### src/rtl/rca_burst_accumulator_if.sv
// Operand-in and result-out valid/ready handshakes for the burst accumulator.
interface rca_burst_accumulator_if #(
    parameter int WIDTH = 6,
    parameter int CNT_W = 4
);
    logic             in_valid;
    logic             in_ready;
    logic [WIDTH-1:0] in_data;
    logic             in_last;
    logic             sat_en;
    logic             out_valid;
    logic             out_ready;
    logic [WIDTH-1:0] out_data;
    logic             out_overflow;
    logic [CNT_W-1:0] out_ovf_count;

    modport master (
        output in_valid, in_data, in_last, sat_en, out_ready,
        input  in_ready, out_valid, out_data, out_overflow, out_ovf_count
    );

    modport slave (
        input  in_valid, in_data, in_last, sat_en, out_ready,
        output in_ready, out_valid, out_data, out_overflow, out_ovf_count
    );
endinterface

### src/rtl/rca_burst_accumulator.sv
// Accumulates a burst of signed operands through a ripple-carry adder and
// reports the burst sum with overflow flag and saturating overflow count.
//
// state | meaning
// ACC   | accepting operand beats, in_ready=1
// OUT   | holding the burst result, out_valid=1 until out_ready
module rca_burst_accumulator #(
    parameter int WIDTH = 6,
    parameter int CNT_W = 4
) (
    input  logic                  clk,
    input  logic                  rst_n,
    rca_burst_accumulator_if.slave bus
);
    localparam logic [WIDTH-1:0] SAT_POS = {1'b0, {(WIDTH-1){1'b1}}};
    localparam logic [WIDTH-1:0] SAT_NEG = {1'b1, {(WIDTH-1){1'b0}}};

    typedef enum logic {
        ACC = 1'b0,
        OUT = 1'b1
    } state_t;

    state_t           state;
    state_t           state_next;

    logic [WIDTH-1:0] acc;
    logic             ovf_sticky;
    logic [CNT_W-1:0] ovf_cnt;

    logic [WIDTH:0]   carry;
    logic [WIDTH-1:0] raw_sum;
    logic [WIDTH-1:0] sum;
    logic             ovf;
    logic [CNT_W-1:0] cnt_next;
    logic             accept;
    logic             out_fire;

    assign accept   = bus.in_valid && (state == ACC);
    assign out_fire = bus.out_ready && (state == OUT);

    always_comb begin
        carry   = '0;
        raw_sum = '0;
        for (int i = 0; i < WIDTH; i++) begin
            raw_sum[i]   = acc[i] ^ bus.in_data[i] ^ carry[i];
            carry[i+1]   = (acc[i] & bus.in_data[i]) | (carry[i] & (acc[i] ^ bus.in_data[i]));
        end
    end

    // Signed overflow: carry into the sign bit disagrees with carry out of it.
    assign ovf = carry[WIDTH] ^ carry[WIDTH-1];

    always_comb begin
        sum = raw_sum;
        if (ovf && bus.sat_en) begin
            sum = acc[WIDTH-1] ? SAT_NEG : SAT_POS;
        end
    end

    always_comb begin
        cnt_next = ovf_cnt;
        if (ovf && (ovf_cnt != {CNT_W{1'b1}})) begin
            cnt_next = ovf_cnt + CNT_W'(1);
        end
    end

    always_ff @(posedge clk or negedge rst_n) begin
        if (!rst_n) begin
            state <= ACC;
        end else begin
            state <= state_next;
        end
    end

    always_comb begin
        state_next    = state;
        bus.in_ready  = 1'b0;
        bus.out_valid = 1'b0;
        case (state)
            ACC: begin
                bus.in_ready = 1'b1;
                if (bus.in_valid && bus.in_last) begin
                    state_next = OUT;
                end
            end
            OUT: begin
                bus.out_valid = 1'b1;
                if (bus.out_ready) begin
                    state_next = ACC;
                end
            end
            default: state_next = ACC;
        endcase
    end

    // The final beat lands straight in the output registers; the running
    // state is cleared only once the result has been taken.
    always_ff @(posedge clk or negedge rst_n) begin
        if (!rst_n) begin
            acc               <= '0;
            ovf_sticky        <= 1'b0;
            ovf_cnt           <= '0;
            bus.out_data      <= '0;
            bus.out_overflow  <= 1'b0;
            bus.out_ovf_count <= '0;
        end else if (accept) begin
            ovf_cnt <= cnt_next;
            if (ovf) begin
                ovf_sticky <= 1'b1;
            end
            if (bus.in_last) begin
                bus.out_data      <= sum;
                bus.out_overflow  <= ovf_sticky | ovf;
                bus.out_ovf_count <= cnt_next;
            end else begin
                acc <= sum;
            end
        end else if (out_fire) begin
            acc        <= '0;
            ovf_sticky <= 1'b0;
            ovf_cnt    <= '0;
        end
    end
endmodule

### src/flat_wrapper.sv
// flat-port wrapper written by rule: the top's interface ports become plain ports
module rca_burst_accumulator_flat 
#(
    parameter int WIDTH = 6,
    parameter int CNT_W = 4
)
  (clk, rst_n, bus_in_valid, bus_in_data, bus_in_last, bus_sat_en, bus_out_ready, bus_in_ready, bus_out_valid, bus_out_data, bus_out_overflow, bus_out_ovf_count);
  rca_burst_accumulator_if #(.WIDTH(WIDTH), .CNT_W(CNT_W)) bus_i ();
  input  logic clk;
  input  logic rst_n;
  input wire logic [$bits(bus_i.in_valid)-1:0] bus_in_valid;
  input wire logic [$bits(bus_i.in_data)-1:0] bus_in_data;
  input wire logic [$bits(bus_i.in_last)-1:0] bus_in_last;
  input wire logic [$bits(bus_i.sat_en)-1:0] bus_sat_en;
  input wire logic [$bits(bus_i.out_ready)-1:0] bus_out_ready;
  output wire logic [$bits(bus_i.in_ready)-1:0] bus_in_ready;
  output wire logic [$bits(bus_i.out_valid)-1:0] bus_out_valid;
  output wire logic [$bits(bus_i.out_data)-1:0] bus_out_data;
  output wire logic [$bits(bus_i.out_overflow)-1:0] bus_out_overflow;
  output wire logic [$bits(bus_i.out_ovf_count)-1:0] bus_out_ovf_count;
  assign bus_i.in_valid = bus_in_valid;
  assign bus_i.in_data = bus_in_data;
  assign bus_i.in_last = bus_in_last;
  assign bus_i.sat_en = bus_sat_en;
  assign bus_i.out_ready = bus_out_ready;
  assign bus_in_ready = bus_i.in_ready;
  assign bus_out_valid = bus_i.out_valid;
  assign bus_out_data = bus_i.out_data;
  assign bus_out_overflow = bus_i.out_overflow;
  assign bus_out_ovf_count = bus_i.out_ovf_count;
  rca_burst_accumulator #(.WIDTH(WIDTH), .CNT_W(CNT_W)) u_core (.clk(clk), .rst_n(rst_n), .bus(bus_i));
endmodule
### config.mk
export PLATFORM = sky130hd
export DESIGN_NAME = rca_burst_accumulator_flat
export DESIGN_NICKNAME = d
export VERILOG_FILES = /design/src/rtl/rca_burst_accumulator_if.sv /design/src/rtl/rca_burst_accumulator.sv /design/src/flat_wrapper.sv
export SDC_FILE = /design/constraint.sdc
export NUM_CORES = 1
export LEC_CHECK = 0
export CAP_MARGIN = 20
export CORE_AREA = 4 4 54 56
export DETAILED_ROUTE_END_ITERATION = 6
export DIE_AREA = 0 0 58 60
export PLACE_DENSITY_LB_ADDON = 0.05
export SLEW_MARGIN = 5
export SYNTH_ARGS = -nofsm -noshare
export SYNTH_HDL_FRONTEND = slang
export SYNTH_SLANG_ARGS = --single-unit
### constraint.sdc
create_clock -name clk -period 8.1 [get_ports clk]
set_input_delay 1.215 -clock clk [delete_from_list [all_inputs] [get_ports clk]]
set_output_delay 1.215 -clock clk [all_outputs]
set_load 0.005 [all_outputs]
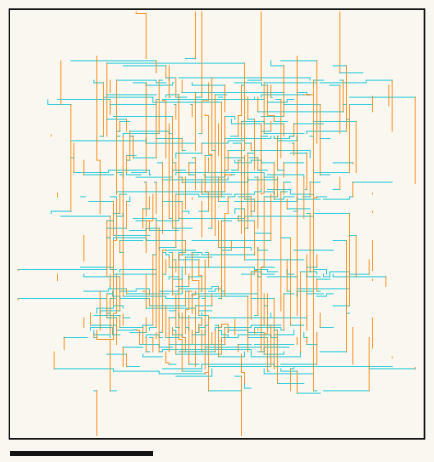
**Above:** run 1 (wiring by layer).
The bar under the picture is 20 um long. Two of the layers only.
[cyan] M1 | wire length: 1,310 um
[orange] M2 | wire length: 1,420 um
detailed-route via count: 1,104
final WL: 2950 um
GRT Resource Usage Total: 0.182
Routed WL per cell: 16.3 um

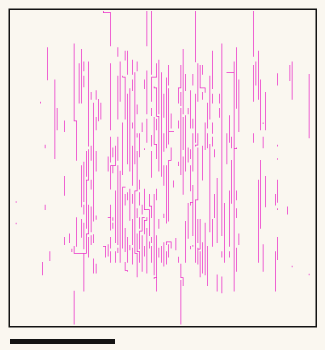
**Above:** run 1 (met2 routing).
The bar under the picture is 20 um long.
wire length on this layer: 1,420 um
main direction: vertical
longest straight run: 43.5 um
met2 GRT Util: 0.297

==> job_summary.md, run 1 <==
### Metrics collected by this job

| Metric | Value |
|---|---|
| Most Frequent Cell on Critical Path | fa_1 |
| Number of diodes | 0 |
| CTS Hold Bufs | 0 |
| Outcome | complete, no violations |
| Critical path's largest stage delay | 630 ps |
| Placer Congestion | 0.798 |
| Met3 Use GR | 0.0346 |
| # resized after CTS | 0 |
| Setup tns final | 0 ps |
| CP cell instances | clkdlybuf4s50_1 > ha_1 > inv_1 > fa_1 > fa_1 > fa_1 > fa_1 > fa_1 > xor2_2 > a31oi_1 > a22o_1 |
| Max Slew Vio Count | 0 |
| Maximum VDD drop | 0.195 mV |
| # DRC | 0 |
| Die X | 58 um |
| Simple logic cell fraction of the synthesized area | 0.132 |
| Num rows | 18 |
| Setup crit end kind | register |
| CTS Buffer Depth | 2 |
| Hold Path Stages | 2 |
| Area share, top type | 0.438 |
| CTS buffer count | 3 |
| TritonCTS clock tree | built |
| Worst Hold Slack | 496 ps |
| Clk pwr share | 0.100 |
| Crit Path Category | in2reg |
| Synthesis area per yosys | 0.00132 mm^2 |
| CP max FO | 13 |
| Vias per cell | 6.10 |
| Fraction of layout cells with a size suffix above 1 | 0.0795 |
| P_int | 0.311 mW |
| Via count of the first global-routing pass | 1,058 |
| Slowest-stage cell, CP | xor2_2 |
| Largest net degree at the start of global routing | 24 |
| GR Util met1 | 0.251 |
| P per Cell Area | 323 mW/mm^2 |
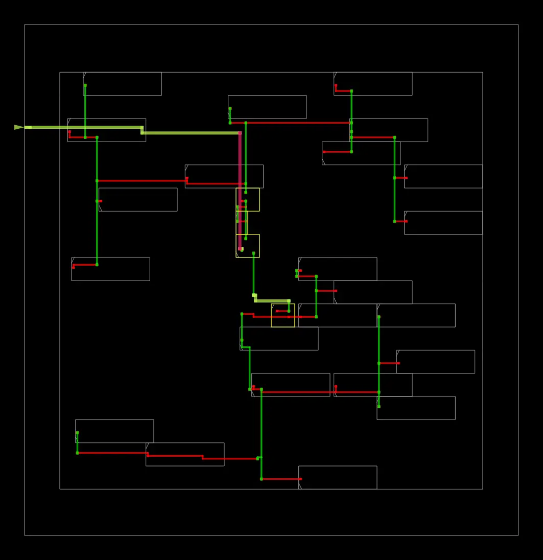
**Above:** run 1 (clock wiring as the flow saved it).
flop count: 23
Latency at later pin: 300 ps
Worst Skew: 3.62 ps
CTS sink count: 23

==> run 1: final timing paths <==
path	from	end	slack [ps]
max reg2reg	u_core.acc[0]$_DFFE_PN0P_	u_core.bus.out_data[4]$_DFFE_PN0P_	4110
max	bus_in_data[0]	u_core.bus.out_data[4]$_DFFE_PN0P_	3080
max in group asynchronous	rst_n	u_core.acc[0]$_DFFE_PN0P_	6550
min in group asynchronous	rst_n	u_core.ovf_cnt[2]$_DFFE_PN0P_	1160
min	u_core.bus.out_overflow$_DFFE_PN0P_	u_core.bus.out_overflow$_DFFE_PN0P_	500
min reg2reg	u_core.bus.out_overflow$_DFFE_PN0P_	u_core.bus.out_overflow$_DFFE_PN0P_	500
==> run 1: metal layers <==
| layer | share of wire | wire [um] |
|---|---|---|
| met2 | 0.48 | 1420 |
| met5 | 0 | 0 |
| met1 | 0.44 | 1310 |
| met3 | 0.067 | 196 |
| met4 | 0.0044 | 13 |
==> run 1: state kept, by name, summed over array words and instances (netlist names) <==
register / count
u_core.ovf_cnt: 4
u_core.bus.out_overflow: 1
u_core.bus.out_data: 6
u_core.acc: 6
u_core.state: 1
u_core.bus.out_ovf_count: 4
u_core.ovf_sticky: 1
==> run 1: critical path, delay by kind of cell <==
family	cells	cell delay [ps]
xor gates and xnor gates	1	630
adders and majority gates	6	2300
AOI/OAI and AO/OA	2	560
buffers and inverters	2	520
==> run 1: metrics by stage <==
step                instances  worst slack (ps)  area, um^2
finish                    181              3080        1610
global route              181              2940        1610
CTS                       179              2780        1570
detailed placement        175              2460        1550
global placement          175              2610        1550
floorplan                 127              3760        1320
==> run 1: final cells by class <==
type / instances / area [um^2]
fillers: 212 / 823
flip-flops and latches: 23 / 576
clock buffers: 4 / 26.3
multi-input cells: 84 / 642
repair buffers: 26 / 275
well taps: 30 / 37.5
inverters: 14 / 52.6
--- run 2 (diff from run 1) ---
Settings changed: CORE_AREA 4 4 54 56 to 4 4 56 58, DIE_AREA 0 0 58 60 to 0 0 60 62.
Clock period 8.1 ns to 5 ns, I/O delays scaled along.
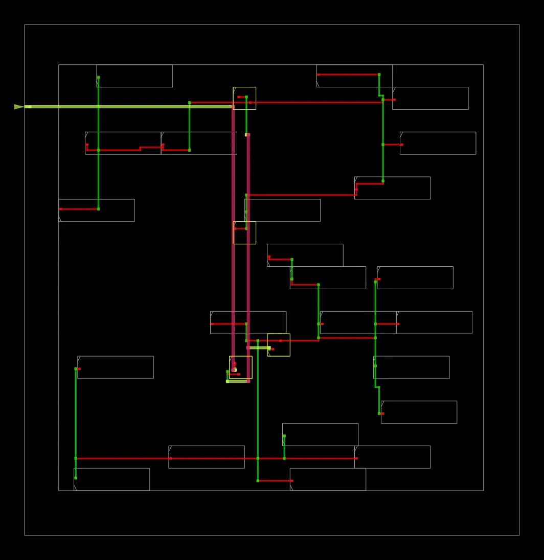
**Above:** run 2 (clock wiring as the flow saved it).
Worst Skew: 6.59 ps
Latency at later pin: 330 ps
CTS buffer count: 3

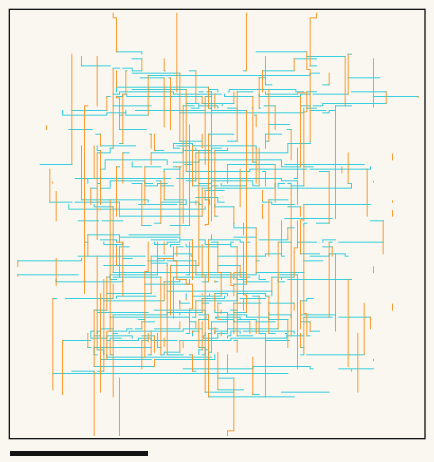
**Above:** run 2 (wiring by layer).
The bar under the picture is 20 um long. Two of the layers only.
[cyan] M1 | wire length: 1,430 um
[orange] M2 | wire length: 1,250 um
GRT Resource Usage Total: 0.182
Routed WL per cell: 15.8 um
detailed-route via count: 1,026
final WL: 2890 um

==> run 2 against run 1 <==
Against the previous run: sequential cell count did not move; largest cell class unchanged; worst hold slack got worse by 7.4 ps; synthesized area did not move; wire length fell by 1.8%; synthesized cell count did not move; highest routed layer unchanged; global-route usage barely moved; worst setup slack got worse by 2200 ps; sequential power rose by 61%; register-to-register slack got worse by 2800 ps; count of clock-buffer cells in the layout fell by 1; die area rose by 6.9%; design area did not move.
==> job_summary.md, run 2 <==
### Metrics collected by this job

| Metric | Value |
|---|---|
| PnR worst setup slack | 855 ps |
| CTS Buffer Depth | 2 |
| Reg2reg end | u_core.ovf_cnt[0]$_DFFE_PN0P_ |
| Clk pwr share | 0.111 |
| CTS Hold Bufs | 0 |
| TritonCTS clock tree | built |
| CTS sink count | 23 |
| CP max FO | 16 |
| Worst Hold Slack | 488 ps |
| Fraction of layout cells with a size suffix above 1 | 0.0921 |
| Hold Path Stages | 2 |
| Syn Area/Cell | 10.4 um^2 |
| P per Cell Area | 532 mW/mm^2 |
| Post-synth EDFFs | 0 |
| CP startpoint | bus_in_data[0] |
| Leakage | 0.673 nW |
| Post-placement cell count | 178 |
| CP endpoint | u_core.ovf_cnt[0]$_DFFE_PN0P_ |
| R2r startpoint | u_core.acc[0]$_DFFE_PN0P_ |
| Number of diodes | 0 |
| R2R cell count | 11 |
| Setup tns final | 0 ps |
| Num rows | 19 |
| Hold Path End | u_core.bus.out_overflow$_DFFE_PN0P_ |
| Regs by FF count | u_core.acc (6), u_core.bus.out_data (6) |
| Die X | 60 um |
| # resized after CTS | 0 |
| P_int | 0.511 mW |
| Vias per cell | 5.61 |
| Cell Area, Placed | 0.00156 mm^2 |
| Flop2flop setup slack | 1360 ps |
| Min-Delay Startpoint | u_core.bus.out_overflow$_DFFE_PN0P_ |
| Largest net degree at the start of global routing | 24 |
| Outcome | complete, no violations |
| Area share, top type | 0.438 |
| Setup crit end kind | register |
| Synthesis area per yosys | 0.00132 mm^2 |
| Mapped Area | 0.00132 mm^2 |
| Non-Filler Instances | 183 |
| Crit Path Category | in2reg |
| Max Slew Vio Count | 0 |
| Placer Congestion | 0.918 |
| FP Util | 0.494 |
| Cell area after layout | 0.00161 mm^2 |
| Power Sequential | 0.320 mW |
| Maximum VDD drop | 0.400 mV |
| Setup WS pre-CTS | 494 ps |
| # DRC | 0 |
==> run 2: cell counts after synthesis <==
No cell type changed its count.
==> run 2: logic make-up (layout without fill, tap and decap cells) <==
| family | after synthesis | in the layout | share of synthesized area |
|---|---|---|---|
| buffers and inverters | 20 | 45 | 0.0742 |
| and+or+nand+nor | 32 | 32 | 0.132 |
| xor gates and xnor gates | 2 | 2 | 0.0190 |
| muxes | 1 | 1 | 0.00761 |
| AOI/OAI and AO/OA | 42 | 42 | 0.234 |
| DFF | 23 | 23 | 0.438 |
| adders and majority gates | 7 | 7 | 0.0951 |
==> run 2: final cells by class <==
| type | count | area [um^2] |
|---|---|---|
| Clock inverter | 1 | 7.51 |
| Fill cell | 257 | 1050 |
| Sequential cell | 23 | 576 |
| Multi-Input combinational cell | 84 | 642 |
| Tap cell | 31 | 38.8 |
| Clock buffer | 3 | 22.5 |
| Timing Repair Buffer | 27 | 270 |
| Inverter | 14 | 52.6 |
==> run 2: critical path, cell delays in order <==
cell,delay (ps)
clkdlybuf4s50_1,470
ha_1,140
inv_1,40
fa_1,390
fa_1,410
fa_1,390
fa_1,470
fa_1,470
xnor2_1,150
buf_4,180
or4_1,470
nand3_1,90
==> run 2: routing by layer <==
| layer | global-route usage | share of wire | vias to the layer above |
|---|---|---|---|
| met5 | 0 | 0 | - |
| met4 | 0.0949 | 0.021 | 0 |
| met3 | 0.0269 | 0.054 | 5 |
| met2 | 0.269 | 0.43 | 36 |
| met1 | 0.260 | 0.49 | 478 |
| li1 | - | - | 507 |
No activity file was given, so power comes from the tool's default toggle rates.
